Signal wires on met1:
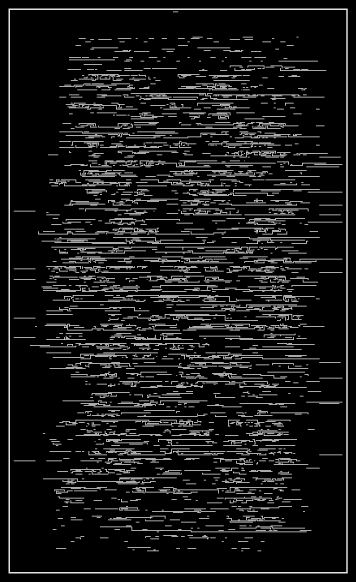
M2 wires:
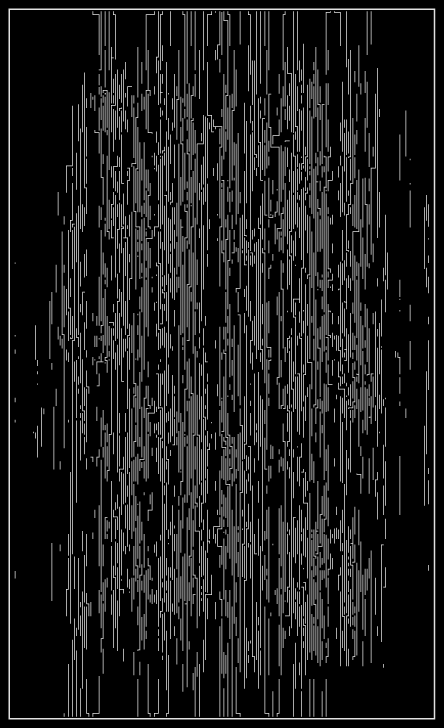
M3 wires:
The bar under the picture is 20 um long. Cells faint in the background.
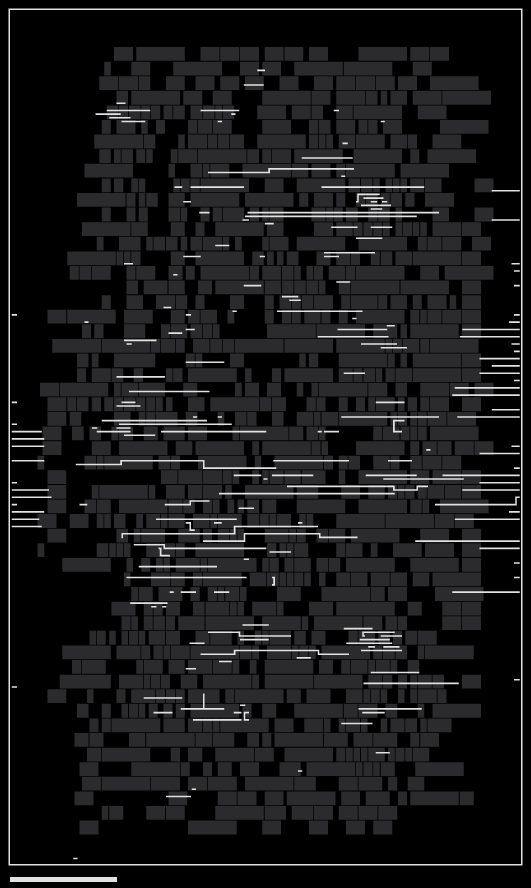
Metal 4:
The bar under the picture is 20 um long.
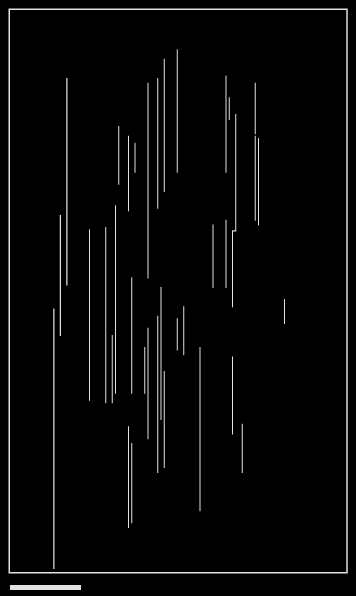
Congestion heat map:
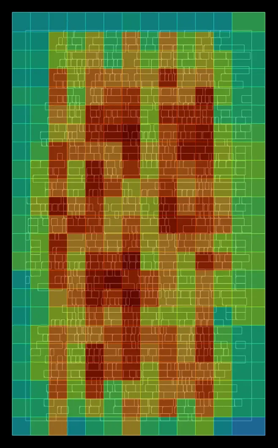
## src/rtl/dma_rd_burst_gen.sv

```systemverilog
// dma_rd_burst_gen: read-command generator for weight/feature DMA.
// Splits a transfer of total_beats bus beats into read bursts of a runtime-
// selected size. It tracks in-flight bursts against a credit limit, and it
// pulses done once every burst has returned its last response beat.
// Optional feature macro: DMA_RD_4K_SPLIT_EN. When it is defined, no burst
// crosses a 4 KB address boundary.
module dma_rd_burst_gen #(
   parameter int ADDR_W          = 32,
   parameter int LOG2_BEAT_BYTES = 4,
   parameter int LOG2_MAX_BURST  = 4,
   parameter int MAX_OUTSTANDING = 4,
   parameter int CNT_W           = 24
) (
   input  logic                             clk,
   input  logic                             rst_n,
   input  logic                             start,
   input  logic [ADDR_W-1:0]                base_addr,
   input  logic [CNT_W-1:0]                 total_beats,
   input  logic [LOG2_MAX_BURST:0]          burst_beats,
   output logic                             rd_req_vld,
   input  logic                             rd_req_rdy,
   output logic [LOG2_MAX_BURST+ADDR_W-1:0] rd_req_pd,
   input  logic                             rd_rsp_last,
   output logic                             busy,
   output logic                             done,
   output logic [7:0]                       outstanding
);

   // A burst length in beats needs one bit more than cmd_len (1..2^LOG2_MAX_BURST).
   localparam int BL_W = LOG2_MAX_BURST + 1;
   localparam int PD_W = LOG2_MAX_BURST + ADDR_W;
   localparam logic [BL_W-1:0]   MAX_BURST  = BL_W'(1) << LOG2_MAX_BURST;
   localparam logic [7:0]        MAX_OUT    = 8'(MAX_OUTSTANDING);
   localparam logic [ADDR_W-1:0] ALIGN_MASK =
      ~((ADDR_W'(1) << LOG2_BEAT_BYTES) - ADDR_W'(1));

   typedef enum logic [1:0] {
      IDLE  = 2'd0,
      ISSUE = 2'd1,
      DRAIN = 2'd2
   } state_t;

   state_t              state_reg, state_next;
   logic [ADDR_W-1:0]   addr_reg, addr_next;
   logic [CNT_W-1:0]    remaining_reg, remaining_next;
   logic [BL_W-1:0]     burst_cfg_reg, burst_cfg_next;
   logic [BL_W-1:0]     cur_beats_reg, cur_beats_next;
   logic [7:0]          outstanding_reg, outstanding_next;
   logic                vld_reg, vld_next;
   logic [PD_W-1:0]     pd_reg, pd_next;
   logic                busy_reg, busy_next;
   logic                done_reg, done_next;

   // Shared combinational terms
   logic                hs;
   logic                rsp_dec;
   logic                drain_exit;
   logic [ADDR_W-1:0]   addr_upd;
   logic [CNT_W-1:0]    rem_upd;
   logic [7:0]          out_upd;
   logic [BL_W-1:0]     cfg_clamped;
   logic [BL_W-1:0]     len_a;
   logic [BL_W-1:0]     burst_len;
`ifdef DMA_RD_4K_SPLIT_EN
   logic [12:0]         to4k_bytes;
   logic [12:0]         to4k_beats;
`endif

   // Handshake and response events, plus the address, remaining count and
   // credit as they will stand after this cycle's events.
   always_comb begin
      hs         = vld_reg & rd_req_rdy;
      rsp_dec    = rd_rsp_last & (outstanding_reg != 8'd0);
      drain_exit = (outstanding_reg == 8'd0) ||
                   ((outstanding_reg == 8'd1) && rd_rsp_last);
      addr_upd   = addr_reg;
      rem_upd    = remaining_reg;
      if (hs) begin
         addr_upd = addr_reg + (ADDR_W'(cur_beats_reg) << LOG2_BEAT_BYTES);
         rem_upd  = remaining_reg - CNT_W'(cur_beats_reg);
      end
      case ({hs, rsp_dec})
         2'b10:   out_upd = outstanding_reg + 8'd1;
         2'b01:   out_upd = outstanding_reg - 8'd1;
         default: out_upd = outstanding_reg;
      endcase
   end

   // A burst size of zero, or one above the maximum, selects the maximum burst.
   always_comb begin
      cfg_clamped = burst_beats;
      if ((burst_beats == '0) || (burst_beats > MAX_BURST)) begin
         cfg_clamped = MAX_BURST;
      end
   end

   // The next burst length is the smallest of: the remaining beats, the
   // configured burst size, and (when splitting) the beats left to the 4 KB boundary.
   always_comb begin
      len_a = burst_cfg_reg;
      if (rem_upd < CNT_W'(burst_cfg_reg)) begin
         len_a = BL_W'(rem_upd);
      end
`ifdef DMA_RD_4K_SPLIT_EN
      // The address is beat-aligned, so the byte distance divides evenly.
      to4k_bytes = 13'h1000 - {1'b0, addr_upd[11:0]};
      to4k_beats = to4k_bytes >> LOG2_BEAT_BYTES;
      burst_len  = len_a;
      if (to4k_beats < 13'(len_a)) begin
         burst_len = BL_W'(to4k_beats);
      end
`else
      burst_len = len_a;
`endif
   end

   // FSM state register
   always_ff @(posedge clk or negedge rst_n) begin
      if (!rst_n) begin
         state_reg <= IDLE;
      end else begin
         state_reg <= state_next;
      end
   end

   // FSM next-state logic
   always_comb begin
      state_next = state_reg;
      case (state_reg)
         IDLE: begin
            if (start && (total_beats != '0)) begin
               state_next = ISSUE;
            end
         end
         ISSUE: begin
            if (hs && (rem_upd == '0)) begin
               state_next = DRAIN;
            end
         end
         DRAIN: begin
            if (drain_exit) begin
               state_next = IDLE;
            end
         end
         default: state_next = IDLE;
      endcase
   end

   // FSM output logic. This block computes the next values of the
   // registered command interface, the status outputs and the datapath.
   always_comb begin
      addr_next        = addr_reg;
      remaining_next   = remaining_reg;
      burst_cfg_next   = burst_cfg_reg;
      cur_beats_next   = cur_beats_reg;
      outstanding_next = out_upd;
      vld_next         = 1'b0;
      pd_next          = pd_reg;
      done_next        = 1'b0;
      busy_next        = (state_next != IDLE);
      case (state_reg)
         IDLE: begin
            if (start) begin
               addr_next      = base_addr & ALIGN_MASK;
               remaining_next = total_beats;
               burst_cfg_next = cfg_clamped;
               // An empty transfer completes at once and issues nothing.
               done_next      = (total_beats == '0);
            end
         end
         ISSUE: begin
            addr_next      = addr_upd;
            remaining_next = rem_upd;
            if (vld_reg && !rd_req_rdy) begin
               // A command is offered but not yet accepted: hold it unchanged.
               vld_next = 1'b1;
            end else if ((rem_upd != '0) && (out_upd < MAX_OUT)) begin
               // Idle or just accepted: offer the next burst if credit allows.
               vld_next       = 1'b1;
               pd_next        = {LOG2_MAX_BURST'(burst_len - BL_W'(1)), addr_upd};
               cur_beats_next = burst_len;
            end
         end
         DRAIN: begin
            done_next = drain_exit;
         end
         default: begin
            done_next = 1'b0;
         end
      endcase
   end

   // Datapath and output registers. Reset drops any transfer in progress.
   always_ff @(posedge clk or negedge rst_n) begin
      if (!rst_n) begin
         addr_reg        <= '0;
         remaining_reg   <= '0;
         burst_cfg_reg   <= MAX_BURST;
         cur_beats_reg   <= '0;
         outstanding_reg <= 8'd0;
         vld_reg         <= 1'b0;
         pd_reg          <= '0;
         busy_reg        <= 1'b0;
         done_reg        <= 1'b0;
      end else begin
         addr_reg        <= addr_next;
         remaining_reg   <= remaining_next;
         burst_cfg_reg   <= burst_cfg_next;
         cur_beats_reg   <= cur_beats_next;
         outstanding_reg <= outstanding_next;
         vld_reg         <= vld_next;
         pd_reg          <= pd_next;
         busy_reg        <= busy_next;
         done_reg        <= done_next;
      end
   end

   assign rd_req_vld  = vld_reg;
   assign rd_req_pd   = pd_reg;
   assign busy        = busy_reg;
   assign done        = done_reg;
   assign outstanding = outstanding_reg;

endmodule

```

## config.mk

```make
export PLATFORM = sky130hd
export DESIGN_NAME = dma_rd_burst_gen
export DESIGN_NICKNAME = d
export VERILOG_FILES = /design/src/rtl/dma_rd_burst_gen.sv
export SDC_FILE = /design/constraint.sdc
export NUM_CORES = 1
export LEC_CHECK = 0
export CAP_MARGIN = 5
export CORE_ASPECT_RATIO = 1.75
export CORE_MARGIN = 5
export CORE_UTILIZATION = 55
export DETAILED_ROUTE_END_ITERATION = 7
export HOLD_SLACK_MARGIN = 0.03
export PLACE_DENSITY = 0.82
export SETUP_SLACK_MARGIN = 0.3
export SYNTH_ARGS = -nofsm -noshare
export SYNTH_HDL_FRONTEND = slang
export SYNTH_SLANG_ARGS = --single-unit
```

## constraint.sdc

```tcl
create_clock -name clk -period 5.4 [get_ports clk]
set_input_delay 1.08 -clock clk [delete_from_list [all_inputs] [get_ports clk]]
set_output_delay 1.08 -clock clk [all_outputs]
set_load 0.01 [all_outputs]
```

==> results_slide.txt <==
Flow Results at a Glance

Setup path
  – Crit path DAT: 4870 ps
  – CP endpoint kind: register
  – Critical path class: in -> reg
  – Critical R2R Launch: outstanding[3]$_DFF_PN0_
  – Crit path to: rd_req_pd[18]$_DFFE_PN0P_
  – Cell count along the critical path: 13
  – Startpoint types: input port

Logic synthesis
  – Yosys stat area: 6992 sq um
  – Yosys xor share: 0.03758
  – Simple-gate share of the synthesized area: 0.1877
  – Syn Inst Count: 779
  – Synth Seq Share: 0.3831
  – Synthesized area: 6992 sq um

Power
  – P_leak: 3.462 nW
  – Logic pwr share: 0.538
  – Seq pwr: 1.58 mW
  – P_sw: 2.077 mW
  – Net Sw Frac: 0.4222

Detailed routing
  – Drt wl/cell: 19.74 um
  – Total wire length: 20610 um
  – M1 WL: 7259 um

Placed design
  – Total placed cells including tap cells: approximately 1k

CTS
  – Worst-path clk slew: 70 ps
  – Root Buffer: clkbuf_16

STA
  – Fmax: 216.3 MHz
  – Fin Setup TNS: 0 ps
  – Rel. slew slack: 0.3001

Layout
  – Final instance area: 8508 sq um
  – Logic area: approximately 4000 sq um

GRT
  – Initial antenna violation count: 0

Floorplan
  – Io pins: 113
  – Die Height: 159.2 um

Outcome
  – Status: finished, final reports clean
-- 'signal wires on met1' (at the start) --
The layer carries 7260 um of wire. The layer holds 35% of the routed length. 888 nets have wire on it. The longest straight run is 32.7 um. The wires run mostly horizontal.

-- 'M2 wires' (at the start) --
848 nets have wire on it. The wires run mostly vertical. The longest straight run is 48.6 um.

-- 'M3 wires' (at the start) --
136 nets have wire on it. The layer holds 6.0% of the routed length. The longest straight run is 35.4 um. The layer carries 1240 um of wire.

-- 'metal 4' (at the start) --
30 nets have wire on it. The wires run mostly vertical. The longest straight run is 73.4 um. The layer holds 5.2% of the routed length.

-- 'congestion heat map' (at the start) --
GR met2 Demand/Resource: 0.4855
GRT Overall Usage: 0.2751
met3 usage: 0.03924
grt met1 use: 0.3073

==> Yosys cell counts (3+ instances only) <==
cell / count / area, sq um
inv_1: 36 / 135.1
or3_1: 9 / 56.30
o31a_1: 6 / 52.55
or2_2: 4 / 25.02
o21a_1: 7 / 52.55
mux2i_1: 29 / 290.3
o22ai_1: 29 / 181.4
o221ai_1: 3 / 26.28
and2_1: 3 / 18.77
nor4_1: 16 / 100.1
buf_2: 4 / 20.02
ha_1: 22 / 275.3
nand4_1: 8 / 50.05
clkbuf_1: 34 / 127.6
a21oi_1: 71 / 355.3
o21ai_0: 50 / 250.2
nand3_1: 26 / 130.1
or4_1: 7 / 52.55
and3_1: 6 / 37.54
nor2_1: 61 / 229.0
a221o_1: 3 / 30.03
nand2_1: 65 / 244.0
dfrtp_1: 106 / 2653
mux2_4: 17 / 255.2
buf_6: 3 / 33.78
xnor2_1: 26 / 227.7
nand2b_1: 4 / 25.02
buf_4: 4 / 30.03
nor2b_1: 7 / 43.79
mux2_2: 7 / 78.83
nor3_1: 18 / 90.09
a22oi_1: 13 / 97.59
o22a_1: 4 / 35.03
o211ai_1: 4 / 30.03
o31ai_1: 3 / 22.52
nand3b_1: 4 / 30.03
a31oi_1: 4 / 25.02
xor2_1: 4 / 35.03
==> metrics by stage <==
stage	utilization	power (mW)	worst slack, ps
after detailed placement	0.6557	4.195	499.0
after CTS	0.6807	4.907	803.3
after global placement	0.6557	4.064	577.3
after global routing	0.6807	5.252	517.6
final	0.6807	4.919	777.2
after floorplan	-	3.305	977.4
==> final cells by class <==
cell class | count | area share
multi-input combinational | 592 | 0.4666
sequential | 107 | 0.3149
timing repair buffer | 123 | 0.1403
clock buffer | 11 | 0.02971
tap | 168 | 0.02471
inverter | 38 | 0.01676
clock inverter | 5 | 0.007059
No activity file was given, so power comes from the tool's default toggle rates.
